`src/rtl/banked_reg_file.sv`:
```
// banked_reg_file
//   Register file for a small PIC-style core. The SFRs sit at effective
//   addresses 0..6: INDF, TMR0, PCL, STATUS, FSR, PORTA, PORTB. Addresses
//   0x07-0x0F are shared RAM. Addresses 0x10-0x1F are RAM banked by the upper
//   FSR bits. Address 0 goes through FSR[4:0]. Reads are combinational.
//   Writes take effect on the rising edge of clk.
//
// Ports
//   clk, rst_n                rising-edge clock, async active-low reset
//   f_wr, f_adrs, f_in_data   file write strobe, address, write data
//   f_out_data                combinational read data
//   C/DC/Z_en, C/DC/Z_new     per-flag update enables and new values
//   PCLl                      PC low byte, returned on a PCL read
//   tmr0_inc                  TMR0 count event (one cycle per event)
//   ps_en, ps_sel             prescaler assigned to TMR0, ratio 2^(ps_sel+1)
//   SLEEP, CLRWDT, wdt_tmo    power / watchdog events
//   porta_in, portb_in        raw port pins (synchronized internally)
//   PORTA, PORTB              port output latches
//   FSR, PA, C                file select register, STATUS page bits, carry
//   PCL_wr                    PCL write strobe (PCL itself lives elsewhere)
//   tmr0_ovf                  one-cycle TMR0 wrap pulse
module banked_reg_file #(
  parameter int DW     = 8,
  parameter int PA_W   = 4,
  parameter int BANK_W = 2,
  parameter int PS_W   = 8
) (
  input  logic                clk,
  input  logic                rst_n,
  input  logic                f_wr,
  input  logic [4:0]          f_adrs,
  input  logic [DW-1:0]       f_in_data,
  output logic [DW-1:0]       f_out_data,
  input  logic                C_en,
  input  logic                DC_en,
  input  logic                Z_en,
  input  logic                C_new,
  input  logic                DC_new,
  input  logic                Z_new,
  input  logic [DW-1:0]       PCLl,
  input  logic                tmr0_inc,
  input  logic                ps_en,
  input  logic [2:0]          ps_sel,
  input  logic                SLEEP,
  input  logic                CLRWDT,
  input  logic                wdt_tmo,
  input  logic [PA_W-1:0]     porta_in,
  input  logic [DW-1:0]       portb_in,
  output logic [PA_W-1:0]     PORTA,
  output logic [DW-1:0]       PORTB,
  output logic [5+BANK_W-1:0] FSR,
  output logic [2:0]          PA,
  output logic                C,
  output logic                PCL_wr,
  output logic                tmr0_ovf
);

  localparam int FSR_W     = 5 + BANK_W;
  localparam int UNB_WORDS = 9;
  localparam int RAM_WORDS = UNB_WORDS + 16 * (1 << BANK_W);
  localparam int RAM_AW    = $clog2(RAM_WORDS);

  logic [DW-1:0]     tmr_q, tmr_d;
  logic [PS_W-1:0]   ps_q, ps_d;
  logic [1:0]        inhib_q, inhib_d;
  logic              ovf_q, ovf_d;
  logic [FSR_W-1:0]  fsr_q, fsr_d;
  logic [2:0]        pa_q, pa_d;
  logic              t0n_q, t0n_d, pdn_q, pdn_d;
  logic              z_q, z_d, dc_q, dc_d, c_q, c_d;
  logic [PA_W-1:0]   porta_q, porta_d;
  logic [DW-1:0]     portb_q, portb_d;
  logic [PA_W-1:0]   paMeta_q, paSync_q;
  logic [DW-1:0]     pbMeta_q, pbSync_q;
  logic [DW-1:0]     ram_q [RAM_WORDS];

  logic [4:0]        ea;
  logic [BANK_W-1:0] bank;
  logic              wrEn;
  logic [RAM_AW-1:0] ramIdx;
  logic [PS_W-1:0]   psInc;
  logic              tmrWr;
  logic              bump;

  // Address 0 is INDF: it borrows the low FSR bits. When those are 0 too the
  // access targets nothing, so wrEn masks writes to effective address 0.
  assign ea     = (f_adrs == 5'd0) ? fsr_q[4:0] : f_adrs;
  assign bank   = fsr_q[FSR_W-1:5];
  assign wrEn   = f_wr && (ea != 5'd0);
  assign PCL_wr = f_wr && (ea == 5'd2);
  assign psInc  = ps_q + PS_W'(1);
  assign tmrWr  = wrEn && (ea == 5'd1);

  // The shared words take RAM slots 0..8. The banked words follow them,
  // indexed by {bank, offset}.
  always_comb begin
    if (ea < 5'd16) ramIdx = RAM_AW'(ea - 5'd7);
    else            ramIdx = RAM_AW'(UNB_WORDS) + RAM_AW'({bank, ea[3:0]});
  end

  // Combinational read mux. Unimplemented FSR bits read as 1. Narrow
  // registers are zero-extended.
  always_comb begin
    f_out_data = '0;
    case (ea)
      5'd0:    f_out_data = '0;
      5'd1:    f_out_data = tmr_q;
      5'd2:    f_out_data = PCLl;
      5'd3:    f_out_data = DW'({pa_q, t0n_q, pdn_q, z_q, dc_q, c_q});
      5'd4:    f_out_data = DW'(fsr_q) | ~DW'({FSR_W{1'b1}});
      5'd5:    f_out_data = DW'(paSync_q);
      5'd6:    f_out_data = pbSync_q;
      default: f_out_data = ram_q[ramIdx];
    endcase
  end

  // Next-state logic.
  // A TMR0 write wins over a same-cycle count. It also clears the prescaler
  // and opens a two-cycle window in which count events are dropped.
  // With the prescaler assigned, TMR0 steps when bit ps_sel of the event
  // counter falls. That happens once every 2^(ps_sel+1) events.
  always_comb begin
    tmr_d   = tmr_q;
    ps_d    = ps_q;
    inhib_d = inhib_q;
    ovf_d   = 1'b0;
    bump    = 1'b0;
    fsr_d   = fsr_q;
    pa_d    = pa_q;
    t0n_d   = t0n_q;
    pdn_d   = pdn_q;
    z_d     = z_q;
    dc_d    = dc_q;
    c_d     = c_q;
    porta_d = porta_q;
    portb_d = portb_q;

    if (tmrWr) begin
      tmr_d   = f_in_data;
      ps_d    = '0;
      inhib_d = 2'd2;
    end else begin
      if (inhib_q != 2'd0) begin
        inhib_d = inhib_q - 2'd1;
      end else if (tmr0_inc) begin
        if (ps_en) begin
          ps_d = psInc;
          bump = ps_q[ps_sel] & ~psInc[ps_sel];
        end else begin
          bump = 1'b1;
        end
      end
      if (bump) begin
        tmr_d = tmr_q + DW'(1);
        ovf_d = &tmr_q;
      end
    end

    if (wrEn && (ea == 5'd3)) begin
      pa_d = f_in_data[7:5];
      z_d  = f_in_data[2];
      dc_d = f_in_data[1];
      c_d  = f_in_data[0];
    end
    if (Z_en)  z_d  = Z_new;
    if (DC_en) dc_d = DC_new;
    if (C_en)  c_d  = C_new;

    if (CLRWDT) begin
      t0n_d = 1'b1;
      pdn_d = 1'b1;
    end else if (SLEEP) begin
      t0n_d = 1'b1;
      pdn_d = 1'b0;
    end else if (wdt_tmo) begin
      t0n_d = 1'b0;
    end

    if (wrEn && (ea == 5'd4)) fsr_d   = FSR_W'(f_in_data);
    if (wrEn && (ea == 5'd5)) porta_d = PA_W'(f_in_data);
    if (wrEn && (ea == 5'd6)) portb_d = f_in_data;
  end

  // State registers and the two-flop pin synchronizers.
  always_ff @(posedge clk or negedge rst_n) begin
    if (!rst_n) begin
      tmr_q    <= '0;
      ps_q     <= '0;
      inhib_q  <= '0;
      ovf_q    <= 1'b0;
      fsr_q    <= '0;
      pa_q     <= '0;
      t0n_q    <= 1'b1;
      pdn_q    <= 1'b1;
      z_q      <= 1'b0;
      dc_q     <= 1'b0;
      c_q      <= 1'b0;
      porta_q  <= '0;
      portb_q  <= '0;
      paMeta_q <= '0;
      paSync_q <= '0;
      pbMeta_q <= '0;
      pbSync_q <= '0;
    end else begin
      tmr_q    <= tmr_d;
      ps_q     <= ps_d;
      inhib_q  <= inhib_d;
      ovf_q    <= ovf_d;
      fsr_q    <= fsr_d;
      pa_q     <= pa_d;
      t0n_q    <= t0n_d;
      pdn_q    <= pdn_d;
      z_q      <= z_d;
      dc_q     <= dc_d;
      c_q      <= c_d;
      porta_q  <= porta_d;
      portb_q  <= portb_d;
      paMeta_q <= porta_in;
      paSync_q <= paMeta_q;
      pbMeta_q <= portb_in;
      pbSync_q <= pbMeta_q;
    end
  end

  // General-purpose RAM. It has no reset, so its contents are undefined
  // until software writes them.
  always_ff @(posedge clk) begin
    if (wrEn && (ea >= 5'd7)) ram_q[ramIdx] <= f_in_data;
  end

  assign PORTA    = porta_q;
  assign PORTB    = portb_q;
  assign FSR      = fsr_q;
  assign PA       = pa_q;
  assign C        = c_q;
  assign tmr0_ovf = ovf_q;

endmodule

```
`config.mk`:
```
export PLATFORM = sky130hd
export DESIGN_NAME = banked_reg_file
export DESIGN_NICKNAME = d
export VERILOG_FILES = /design/src/rtl/banked_reg_file.sv
export SDC_FILE = /design/constraint.sdc
export NUM_CORES = 1
export LEC_CHECK = 0
export ABC_AREA = 1
export CORE_ASPECT_RATIO = 0.5
export CORE_MARGIN = 2
export CORE_UTILIZATION = 27
export CTS_CLUSTER_DIAMETER = 100
export DETAILED_ROUTE_END_ITERATION = 10
export GPL_TIMING_DRIVEN = 0
export RECOVER_POWER = 100
export SLEW_MARGIN = 25
export SYNTH_ARGS = -nofsm -noshare
export SYNTH_HDL_FRONTEND = slang
export SYNTH_SLANG_ARGS = --single-unit
```
`constraint.sdc`:
```
create_clock -name clk -period 7.28 [get_ports clk]
set_clock_uncertainty 0.1 [all_clocks]
set_input_delay 1.456 -clock clk [delete_from_list [all_inputs] [get_ports clk]]
set_output_delay 1.456 -clock clk [all_outputs]
set_load 0.005 [all_outputs]
```
Figure 1. M2 wires.
Drawn at 1 px/um.
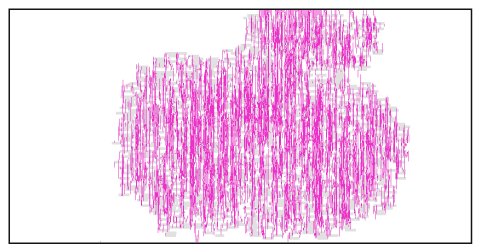
The layer holds 47% of the routed length. 2,215 nets have wire on it.
aggregate routed wire length: 87,400 um
met2 GRT Util: 26.1%
total number of vias: 20,500

Figure 2. Routed metal, one color a layer.
Drawn at 1 px/um. Two of the layers only.
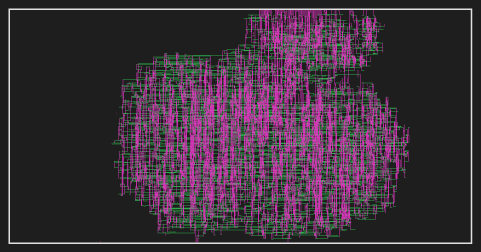
met1: in green, wire length 36.3 mm. met2: in magenta, wire length 40.7 mm.
all-layer global routing usage: 16.0%
per-cell routed wire length: 19.8 um

==> results.sh <==
# flow metrics
export IMPL_outcome="finished with violations"
export IMPL_violations="capacitance limit, slew limit"
export IMPL_rows=83
export IMPL_max_cap_violations=15
export IMPL_timing_rr_start="FSR[0]"
export IMPL_warnings=29
export IMPL_m1WireLength_um=36300
export IMPL_common_cells="nand2_1 (1,492), edfxtp_1 (584), nor2_1 (206)"
export IMPL_synth_nets=2848
export IMPL_inverters=91
export IMPL_comb_area_um2=7980
export IMPL_rsz0062_at_grt="no"
export IMPL_gr_usage_met1_pct=21.3
export IMPL_lay_top_cells="nand2_1 (1,500), edfxtp_1 (584), nor2_1 (202), inv_1 (80), clkbuf_16 (71)"
export IMPL_cts_setup_buffers=11
export IMPL_clkLatencyLatePin_ps=610
export IMPL_ys_cells=2791
export IMPL_finalNonFillerCells=4415
export IMPL_n_antenna_cell=2
export IMPL_finish_utilization_pct=32.2
export IMPL_power_density_nw_per_um2=266
export IMPL_dieArea_um2=107000
export IMPL_ys_seq_share_pct=68.5
export IMPL_ctsHoldBuffers=0
export IMPL_cts_tree="built"
export IMPL_whs_ps=248
export IMPL_yosysMostFrequentCell="nand2_1"
export IMPL_cts_root_buf="clkbuf_16"
export IMPL_fp_util_pct=27.3
export IMPL_cts_buffer_depth=3
export IMPL_setup_worst_path_end="f_out_data[0]"
export IMPL_wl_met3_um=7460
export IMPL_n_clock_buffer=88
export IMPL_ys_warn_count=0
export IMPL_adder_share_pct=0.311
export IMPL_post_cts_resize_count=45
export IMPL_synthArstFlopShare_pct=10.7
export IMPL_antenna_found_initial=3
export IMPL_logic_gates=1939
export IMPL_seq_cell_count=654
export IMPL_die_w_um=461
export IMPL_clkCellAreaFrac_pct=6.69
export IMPL_edf_count=584
export IMPL_final_max_slew_viol_count=616
export IMPL_routed_top_layer="met5"
export IMPL_min_path_type="flip-flop to flip-flop"
export IMPL_cts_max_level=3
export IMPL_cts_buffers_inserted=68
export IMPL_tightest_slew_ps=3190
export IMPL_nNetsFinal=3017
export IMPL_n_fill_cell=10500
Figure 3. Layout detail.
Region (210, 96) to (250, 136) um. Cells in gray, sequential cells in the stronger gray; small squares are vias.
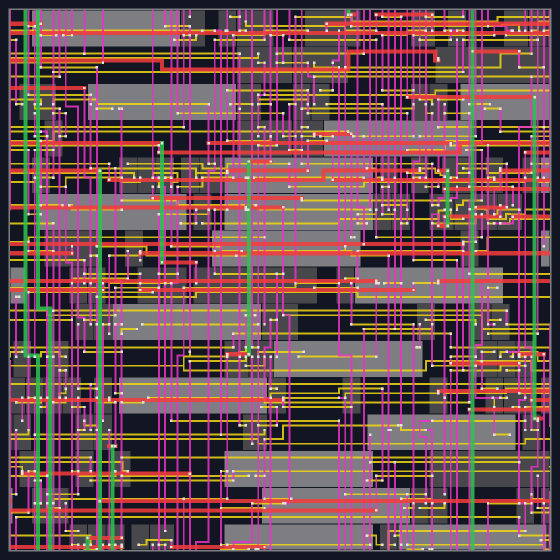
met1: in yellow. met4: in green. met2: in magenta. met3: in red.
Netlist names of flops here include `ram_q` (17). 108 logic cells have their middle in the window. Sequential cells in the window: 17. Most frequent: nand2_1 (46), edfxtp_1 (17), nor2_1 (9).

-- where the power goes --
part,total (mW),switching [mW],leakage [nW],internal [mW]
Sequential,4.24,0.0616,6.09,4.18
Combinational,1.02,0.710,6.24,0.313
Clock,3.54,1.49,1.08,2.05
Total,8.81,2.26,13.4,6.55
-- sequential cells by signal (all words and copies together), names as in the netlist, 2 cells and up --
register  cells
pbMeta_q      8
PORTA         4
ps_q          8
pbSync_q      8
PORTB         8
PA            3
ram_q       584
FSR           7
paSync_q      4
paMeta_q      4
tmr_q         8
inhib_q       2
-- worst reg2reg max path, cell delays in order, from the launching register on --
cell	delay, ps
dfrtp_1	500
nand4_4	150
nand2_2	170
buf_8	230
buf_16	240
ha_2	290
nand2_1	130
inv_1	80
nor2_1	50
a21oi_1	700
nand2_1	740
nor4_1	1390
No activity file was given, so power comes from the tool's default toggle rates.
